Run 1, PDN straps and rails:
Bar = 50 um. Pins as bars on the die edge. Tap cells in gray.
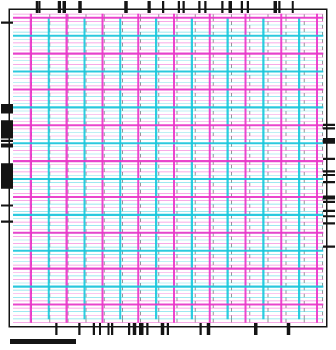
Run 1, cell classes on the final placement:
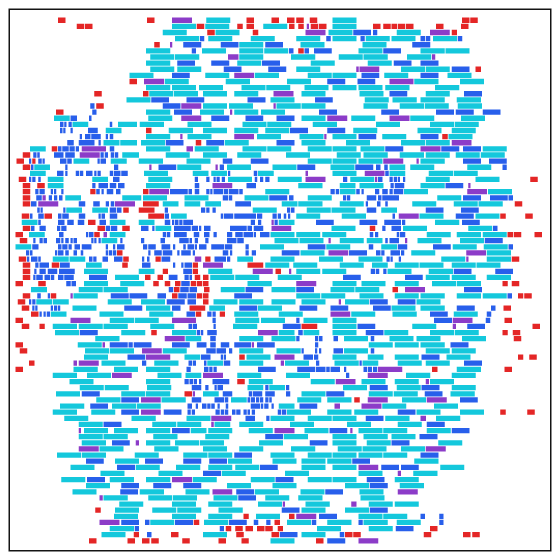
Run 1, clock network drawn from the DEF:
Bar = 50 um.
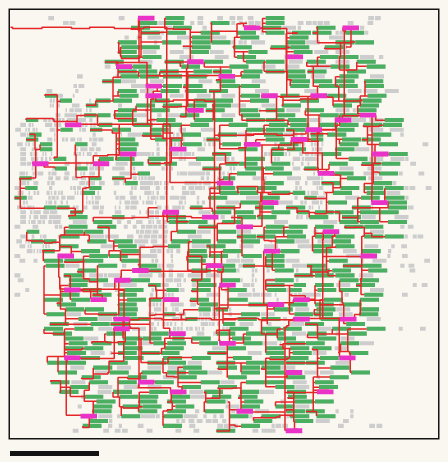
Design ks_birimi, sky130hd; sources not shown.
==> flow_metrics.env, run 1 <==
# physical design summary
export IMPL_critPathRequiredTime_ns=4.76
export IMPL_comb_share_pct=24.0
export IMPL_viasPerCell=5.60
export IMPL_wl_met2_mm=26.6
export IMPL_start_kind="flop"
export IMPL_met3_length_mm=3.16
export IMPL_ys_seq_elements=581
export IMPL_htreeDepth=2
export IMPL_diodes=1
export IMPL_syn_to_final_growth_pct=17.2
export IMPL_topCellsByArea="edfxtp_1, mux4_2, dfxtp_1"
export IMPL_ys_top_logic_family="multiplexers"
export IMPL_largest_area_cell="edfxtp_1"
export IMPL_intPower_mw=7.75
export IMPL_path_cells="buf_4 > mux4_2 > mux4_2 > and2_1 > clkdlybuf4s50_1"
export IMPL_hold_violations=0
export IMPL_antenna_found_initial=0
export IMPL_cts_tree="yes"
export IMPL_topRoutingLayerUsed="met4"
export IMPL_grt_use_met3_pct=3.24
export IMPL_avgSynthCellArea_um2=18.5
export IMPL_combGateArea_um2=6720
export IMPL_seq_power_share_pct=46.8
export IMPL_powerComb_mw=1.85
export IMPL_gr_usage_met1_pct=28.1
export IMPL_cts_resized=0
export IMPL_io_pins=100
export IMPL_synth_top_cell_area_share_pct=64.3
export IMPL_p_leak_nw=8.73
export IMPL_top_usage_layer="met2"
export IMPL_tap_cells=748
export IMPL_inv_count=37
export IMPL_instances_no_fill=2249
export IMPL_ant_nets=0
export IMPL_cts_buffers=58
export IMPL_ff_type="edfxtp_1"
export IMPL_fp_util_pct=43.4
export IMPL_grt_max_degree=74
export IMPL_ff_count=581
export IMPL_syn_inst=1291
export IMPL_most_common_cell="edfxtp_1"
export IMPL_totalWireLength_mm=55.3
export IMPL_timing_final_ws_setup_ns=0.909
export IMPL_status="complete, no violations"
export IMPL_nets=1551
export IMPL_drt_initial_drc_count=1077
export IMPL_io_buffers=99
export IMPL_critPathKind="reg2out"
export IMPL_post_dp_cell_area_um2=26200
export IMPL_async_flop_share_pct=0
export IMPL_mux_area_share_pct=15.2
export IMPL_finalSetupTns_ns=0
export IMPL_cp_end_kind="primary output"
export IMPL_met1Wirelength_mm=24.3
export IMPL_p_per_area_nw_per_um2=377
export IMPL_nClkBuffers=76
export IMPL_netSwitchingFraction_pct=26.5
export IMPL_slew_headroom_pct=43.5
export IMPL_edf_count=512
export IMPL_grt_pass1_vias=13000
export IMPL_seq_area_um2=16800
export IMPL_synthXorXnorAreaFrac_pct=0.842
export IMPL_cts_hold_buf=0
export IMPL_postSynthSeqShare_pct=70.1
-- 'PDN straps and rails' (at the start) --
legend:
  cyan:
    net: VDD
  magenta:
    net: VSS
rows: 86
met5 straps: 17
signal pins: 100
Core ar.: 55100 um2
die span in x: 240 um

-- 'cell classes on the final placement' (at the start) --
legend:
  cyan:
    class: registers
    cells: 581
    share_of_their_area: 62%
  purple:
    class: clock drivers and dummy loads
    cells: 107
    share_of_their_area: 6.8%
  blue:
    class: remaining logic cells
    cells: 638
    share_of_their_area: 25%
  red:
    class: remaining buffers and delay cells
    cells: 174
    share_of_their_area: 6.0%
flop share of the area: 59.8%
Core Rows: 86
Post-Route Utilization: 50.9%
post-route cell area: 28000 um2

-- 'clock network drawn from the DEF' (at the start) --
legend:
  magenta:
    item: clock-net drivers
    count: 58
  red:
    item: clock wires
    length: 6750 um
  green:
    item: flip-flops
    count: 581
flops lie: spread over the die
clk_lat worst skew: 0.61 ns
Clock group: 3.77 mW
skew final: 0.0186 ns
Clock Power Share: 35.7%

Run 1, the clock network:
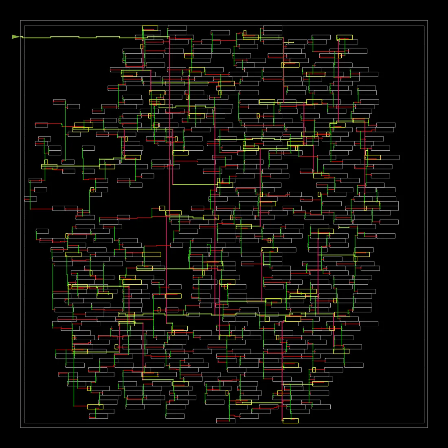

==> run 2, diff against run 1 <==
Clock period 5.6 ns to 4.9 ns, I/O delays scaled along.
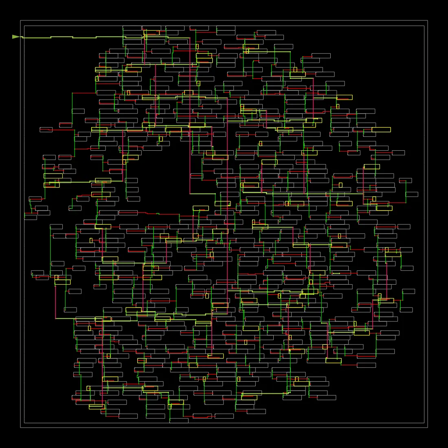
Run 2: the clock network
Clock group: 4.44 mW
flop count: 581
Clock buffer cells: 75
CTS buffer count: 59
skew final: 0.0234 ns

==> run 2 against run 1 <==
Synthesized area unchanged. Worst setup slack got worse by 0.43 ns. Total power rose by 16%.
==> flow_metrics.env, run 2 <==
# physical design summary
export IMPL_die_w_um=240
export IMPL_design_area_um2=28200
export IMPL_place_ws_ns=0.733
export IMPL_drive_gt1_share_pct=25.2
export IMPL_largestClassByArea="registers"
export IMPL_cts_tree="yes"
export IMPL_status="complete, no violations"
export IMPL_largest_area_cell="edfxtp_1"
export IMPL_topCellsByArea="edfxtp_1, mux4_2, dfxtp_1"
export IMPL_cp_num_cells=5
export IMPL_wl_met2_mm=26.8
export IMPL_fp_util_pct=43.4
export IMPL_drt_initial_drc_count=1214
export IMPL_combGateArea_um2=6740
export IMPL_diodes=0
export IMPL_most_common_cell="edfxtp_1"
export IMPL_antenna_found_initial=0
export IMPL_post_dp_cell_area_um2=26300
export IMPL_netSwitchingFraction_pct=26.8
export IMPL_hold_violations=0
export IMPL_synthXorXnorAreaFrac_pct=0.842
export IMPL_seq_power_share_pct=46.1
export IMPL_ant_nets=0
export IMPL_grt_pass1_vias=12900
export IMPL_path_cells="buf_4 > mux4_2 > mux4_2 > and2_1 > clkdlybuf4s50_1"
export IMPL_met3_length_mm=3.22
export IMPL_tap_cells=748
export IMPL_grt_use_met3_pct=3.65
export IMPL_rows=86
export IMPL_synth_area_um2=23900
export IMPL_async_flop_share_pct=0
export IMPL_setup_violations_final=0
export IMPL_start_kind="flop"
export IMPL_avgSynthCellArea_um2=18.5
export IMPL_syn_inst=1291
export IMPL_comb_share_pct=23.9
export IMPL_fp_dieH_um=240
export IMPL_postSynthSeqShare_pct=70.1
export IMPL_maxCapViolations=0
export IMPL_io_pins=100
export IMPL_inv_count=37
export IMPL_clock_latency_ns=0.63
export IMPL_met1Wirelength_mm=24.8
export IMPL_seq_share_pct=59.4
export IMPL_nets=1563
export IMPL_cts_resized=0
export IMPL_topRoutingLayerUsed="met4"
export IMPL_powerComb_mw=2.16
export IMPL_edf_count=512
export IMPL_critPathRequiredTime_ns=4.16
export IMPL_finalSetupTns_ns=0
export IMPL_ys_seq_elements=581
export IMPL_cts_hold_buf=0
export IMPL_ff_type="edfxtp_1"
export IMPL_synth_top_cell_area_share_pct=64.3
export IMPL_instances_no_fill=2262
export IMPL_drc=0
export IMPL_htreeDepth=2
export IMPL_fin_util_pct=51.2
export IMPL_top_usage_layer="met2"
export IMPL_dp_cells=2152
export IMPL_max_stage_delay_ns=0.69
export IMPL_viasPerCell=5.55
export IMPL_intPower_mw=8.96
export IMPL_p_per_area_nw_per_um2=434
export IMPL_gr_usage_met1_pct=28.5
export IMPL_core_um2=55100
export IMPL_maxPowerGroup="registers"
export IMPL_cp_end_kind="primary output"
export IMPL_ys_top_logic_family="multiplexers"
export IMPL_timing_final_ws_setup_ns=0.484
export IMPL_syn_to_final_growth_pct=18.0
export IMPL_p_leak_nw=8.84
export IMPL_mux_area_share_pct=15.2
export IMPL_slew_headroom_pct=44.1
export IMPL_grt_max_degree=66
export IMPL_critPathKind="reg2out"
export IMPL_pwr_share_clk_pct=36.3
export IMPL_seq_area_um2=16800
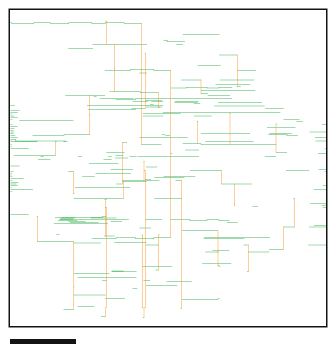
Run 2: routed metal, one color a layer
Bar = 50 um. Only two layers are drawn.
legend:
  green:
    layer: M3
    wire_length: 3220 um
  orange:
    layer: M4
    wire_length: 1130 um
vias: 12.6k
Global Route Usage Sum: 19.8%
WL final: 55.9 mm
WL/cell: 24.7 um

Power figures rest on the tool's default switching activity, not on a simulated workload.
